<file path="config.mk">
export PLATFORM = sky130hd
export DESIGN_NAME = register_file_mp
export DESIGN_NICKNAME = d
export VERILOG_FILES = /design/src/rtl/register_file_mp.sv
export SDC_FILE = /design/constraint.sdc
export NUM_CORES = 2
export LEC_CHECK = 0
export CAP_MARGIN = 5
export CORE_MARGIN = 2
export CORE_UTILIZATION = 60
export DETAILED_ROUTE_END_ITERATION = 6
export PLACE_DENSITY_LB_ADDON = 0.2
export SLEW_MARGIN = 20
export SYNTH_ARGS = -nofsm -noshare
export SYNTH_HDL_FRONTEND = slang
export SYNTH_SLANG_ARGS = --single-unit
</file>
<file path="constraint.sdc">
create_clock -name clk -period 6.6 [get_ports clk]
set_clock_uncertainty 0.2 [all_clocks]
set_input_delay 1.32 -clock clk [delete_from_list [all_inputs] [get_ports clk]]
set_output_delay 1.32 -clock clk [all_outputs]
set_load 0.005 [all_outputs]
</file>
<file path="src/rtl/register_file_mp.sv">
// Multi-port integer register file with hardwired-zero x0, optional write-to-read
// bypass and a per-register busy scoreboard for RAW hazard detection at issue.
module register_file_mp #(
  parameter int XLEN   = 32,
  parameter int NREGS  = 32,
  parameter int NREAD  = 2,
  parameter int NWRITE = 2,
  parameter int BYPASS = 1,
  localparam int AW    = $clog2(NREGS)
) (
  input  logic                     clk,
  input  logic                     rst,
  input  logic [NREAD*AW-1:0]      rd_addr,
  output logic [NREAD*XLEN-1:0]    rd_data,
  output logic [NREAD-1:0]         rd_busy,
  input  logic [NWRITE-1:0]        wr_en,
  input  logic [NWRITE*AW-1:0]     wr_addr,
  input  logic [NWRITE*XLEN-1:0]   wr_data,
  input  logic                     iss_valid,
  input  logic [AW-1:0]            iss_rd,
  output logic [AW:0]              busy_cnt
);

  logic [XLEN-1:0]  regs [NREGS];
  logic [NREGS-1:0] busy;
  logic [NREGS-1:0] busy_next;

  function automatic logic [AW:0] popcount(input logic [NREGS-1:0] v);
    logic [AW:0] c;
    c = '0;
    for (int i = 0; i < NREGS; i++) c = c + (AW+1)'(v[i]);
    return c;
  endfunction

  // Writebacks release their register first; a same-cycle issue then re-marks it.
  always_comb begin
    busy_next = busy;
    for (int i = 0; i < NWRITE; i++) begin
      if (wr_en[i] && (wr_addr[i*AW +: AW] != '0))
        busy_next[wr_addr[i*AW +: AW]] = 1'b0;
    end
    if (iss_valid && (iss_rd != '0))
      busy_next[iss_rd] = 1'b1;
    busy_next[0] = 1'b0;
  end

  // Write ports are applied in ascending order so the highest index wins a collision.
  always_ff @(posedge clk or negedge rst) begin
    if (!rst) begin
      for (int r = 0; r < NREGS; r++) regs[r] <= '0;
      busy     <= '0;
      busy_cnt <= '0;
    end else begin
      for (int i = 0; i < NWRITE; i++) begin
        if (wr_en[i] && (wr_addr[i*AW +: AW] != '0))
          regs[wr_addr[i*AW +: AW]] <= wr_data[i*XLEN +: XLEN];
      end
      busy     <= busy_next;
      busy_cnt <= popcount(busy_next);
    end
  end

  // Bypassed data is already valid, so it is never reported as busy.
  always_comb begin
    rd_data = '0;
    rd_busy = '0;
    for (int k = 0; k < NREAD; k++) begin
      if (rd_addr[k*AW +: AW] != '0) begin
        rd_data[k*XLEN +: XLEN] = regs[rd_addr[k*AW +: AW]];
        rd_busy[k]              = busy[rd_addr[k*AW +: AW]];
        if (BYPASS != 0) begin
          for (int i = 0; i < NWRITE; i++) begin
            if (wr_en[i] && (wr_addr[i*AW +: AW] == rd_addr[k*AW +: AW])) begin
              rd_data[k*XLEN +: XLEN] = wr_data[i*XLEN +: XLEN];
              rd_busy[k]              = 1'b0;
            end
          end
        end
      end
    end
  end

endmodule
</file>
Fig. 1: met1 routing
Cells faint in the background.
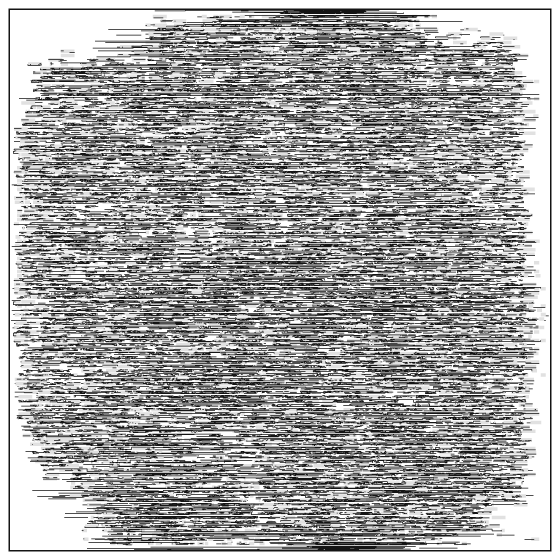
The layer carries 97.6 mm of wire. The wires run mostly horizontal. The longest straight run is 101 um.

Fig. 2: metal 2
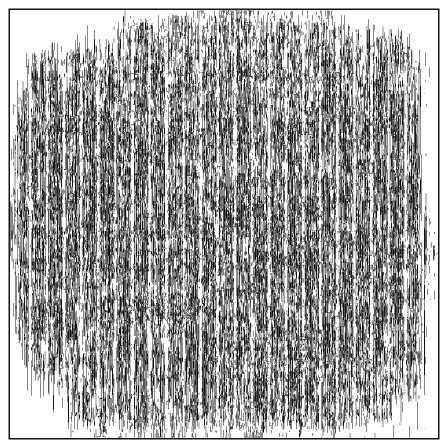
The wires run mostly vertical. The longest straight run is 115 um.
routing usage on met2: 65.5%
total number of vias: 59.6k
routed wire length: 279000 um

Fig. 3: M4 wires
Cells faint in the background.
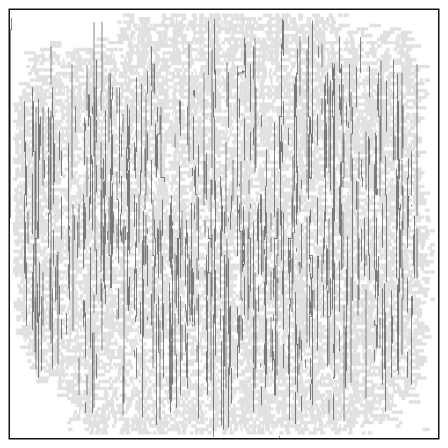
218 nets have wire on it. The longest straight run is 149 um. The layer carries 22.8 mm of wire.

[per-layer routing]
metal / part of all wire, % / GRT usage, %
met5: 0.028 / 0.163
met4: 8.2 / 31.5
met3: 16 / 18.6
met2: 41 / 65.5
met1: 35 / 62.6
[cell families (layout without fill, tap and decap cells)]
kind of cell,after synthesis,count (layout),share of synthesized area [%]
muxes,1664,1664,31.7
AOI/OAI and AO/OA,1563,1563,13.9
DFF,1061,1061,39.2
other,0,3,0
buffers and inverters,930,862,5.76
adders and majority gates,30,30,0.809
xor gates and xnor gates,23,23,0.297
and+or+nand+nor,1404,1404,8.33
[timing repair]
item                                    CTS  global route
cloned                                    0             0
endpoints found under the setup margin    2             4
pin swaps                                14            13
setup buffers                             7             0
gates resized                            43            16
[sequential cells by signal (all words and copies together) (netlist names)]
name and count:
busy 31, busy_cnt 6, regs 1024
==> git commit body <==
Store results of the implementation flow

* Worst hold slack after final layout: 0.194 ns
- Final global-route overflow total: 0
* Die Outline Area: 116000 um^2
* Synthesized cell area: 67800 um^2
- Layout area overhead: 12.1%
* Yosys stat cell total: 6675
* Stage-log warning count: 40
* Power spent charging and discharging nets: 8.14 mW
- CTS saw 1061 sinks.
* Area after DPL: 71800 um^2
- Layout Cell Area excl Fill: 75900 um^2
- The initial antenna violation count came to 14.
* Clock period minus worst slack: 6.52 ns
- Number of buffers and inverters on the critical path: 4
- For reference, the final report shows the max-slew violation count at 0.
- Routed WL per cell: 34.4 um
- CTS placed an instance of clkbuf_16 at the clock tree root.
* Endpoint of the most critical setup path: rd_data[28]
- The critical path endpoint has a required time of 5.08 ns.
* Layout filler cell count: 8551
- For this run, the number of Yosys warnings is 0.
- Yosys reported that registers with async set or reset make up 100%.
- Type of destination of the critical path: output port
- Max-Slew Margin vs Limit: 15.6%
- Clock tree from TritonCTS: done
- In this run the critical register-to-register path is launched from busy[20].
- Sum of net half-perimeters after detailed placement: 158000 um
- Arrival @ worst endpoint: 5.00 ns
- Top cell types by occurrence after synthesis: mux2i_1 (1246), dfrtp_1 (1061), nand2_1 (628)
- Dominant flop cell: dfrtp_1
* Die span in y: 340 um
- No sink is reached through more buffers than the 3 on the longest clock path.
* Number of buffers created by CTS: 117
* Top cells excl fill/tap: mux2i_1 (1246), dfrtp_1 (1061), nand2_1 (596)
* Largest delay share family, worst path: buffers and inverters
- The number of maximum-capacitance violations recorded for the run is 0.
- Non-clock buffers: 575
- Clock Power Share: 28.1%
* Final Hold Fails: 0
- Setup violations remaining at the end of the flow were counted as 0.
- Number of primary I/O pins: 166
- Comb_multi_in: 4684
- Worst-path cell chain: buf_4 > or3b_4 > buf_4 > o22ai_1 > a2111oi_1 > o32ai_1 > buf_4 > clkdlybuf4s50_1
- Worst IR Drop VDD: 0.000633 V
- Count of placed standard cells in the final layout, fillers left out: 8110
- Max Freq: 153 MHz
- Total routing resource utilization after global routing: 47.7%
* Slowest-stage cell, CP: a2111oi_1
- According to the cell report, flip-flops and latches in the layout number 1061.
- Logic gate fraction of the total cell area: 50.0%
- Looking at the hold checks, the worst path lands on regs[1021].
- Clock Network Area Fraction: 5.15%
* Register area: 26600 um^2
* IO buf count: 165
* Most area-hungry cell type in the Yosys netlist: dfrtp_1
- Worst-Margin Slew: 1.27 ns
- Per the synthesis report, the number of distinct cell types is 60.
- Worst Setup Path Type: in2out
- The share of the core area taken by cells at floorplan is 60.4%.
- In the power breakdown, the biggest contributor is registers.
- Adding up every negative setup slack in the final design gives 0 ns.
- Number of global-route vias before repair: 57.7k
- The post-route utilization of the core is recorded as 67.7%.
* Pin count of the biggest net entering global routing: 156
- Final critical-path setup slack: 0.0821 ns
- Counting flops and latches in the post-synthesis netlist gives 1061.
* H-tree level count: 3
- Tracing the worst setup path back leads to its startpoint at rd_addr[4].
- The region available for standard cell placement spans 112000 um^2.
- Clock-pin slew of the registers on the worst-case setup and hold paths: 0.06 ns
- TritonRoute reported its final design rule violation total as 1.
- Non-clock buffer share: 7.05%
- Synthesized netlist net count: 6799
- In the routed layout, each cell is associated on average with a via count of 7.35.
- Buffers inserted to repair hold after CTS numbered 0.
- Sequential share of power: 39.3%
- Logic area: 38000 um^2
* Register share of the cell area: 35.0%
- The finished design was reported to have a net count of 6633.
* Die boundary width: 340 um
- Final estimated routing congestion in global placement: 0.960
- The synthesis report lists the most area-consuming cells as dfrtp_1 (39%), mux2i_1 (18%), mux4_2 (13%).
- Share of the clock period used by the worst path: 98.8%
* Antenna violation net count after detailed routing: 0
* Sequential-cell power consumption: 9.62 mW
* Leading cell kind: multi-input combinational cells
- Chip area in the Yosys report: 67800 um^2
* Cell count of the worst reg-to-reg path: 16
- The setup check on the worst reg-to-reg path leaves a slack of 1.16 ns.
* Router iterations before antenna repair: 7
- Combinational cells consume a total of 7.96 mW.
* Area share of the largest cell type after synthesis: 39.2%
- STA classifies the critical path startpoint as an input pin.
- In this run the critical register-to-register path is captured at busy_cnt[4].
- Result of the run: complete, but fails checks
- For reference, the post-synthesis area per instance comes to 10.2 um^2.
- Dominant logic cell type in the layout: mux2i_1
* Number of clock buffers in the layout: 174
* Number of DRC markers in iteration 0: 10.4k
- According to the tapcell log, the count of inserted taps is 1500.
- Clock latency on the worst-skew pair, taken at its later pin, is 0.76 ns.
- Number of placement rows: 123
- Switching part of the total power: 33.3%
- The report lists the power per cell area as 322 nW/um^2.
* Static leakage: 34.3 nW
- The post-synth count of flops with an enable pin is 0.
- Wire length of the first global-routing pass: 401000 um
- Setup repair after global routing left no endpoint under its margin.
* Power consumed by the clock network: 6.87 mW
* Most frequent cell after synthesis: mux2i_1
- The most critical min-delay path falls under reg2reg.
- Including well taps, the total number of placed cells is 7881.
* Cell count after synthesis: 6675
- In the final layout, the share of cells above drive strength 1 is 17.3%.
* Proportion of synthesized chip area in sequential cells: 39.2%
* Portion of total power attributed to combinational logic: 32.6%
- Top fanout value on the critical path: 21
* Violated checks: design-rule violations
* PnR Total Power: 24.4 mW
- In this run the number of cells on the critical path is 8.
- Per the hold report, the tightest min-delay path originates at regs[1021].
- Placement Setup Slack: -0.875 ns
- Dominant cell type by count on the critical path: buf_4
- Internal power: 16.3 mW
- The number of antenna diodes in the final layout is 3.
- Cell depth of the worst min-delay path: 0
* Non-clock inverter count: 70
- The largest single stage delay on the critical path is 0.94 ns.
No activity file was given, so power comes from the tool's default toggle rates.
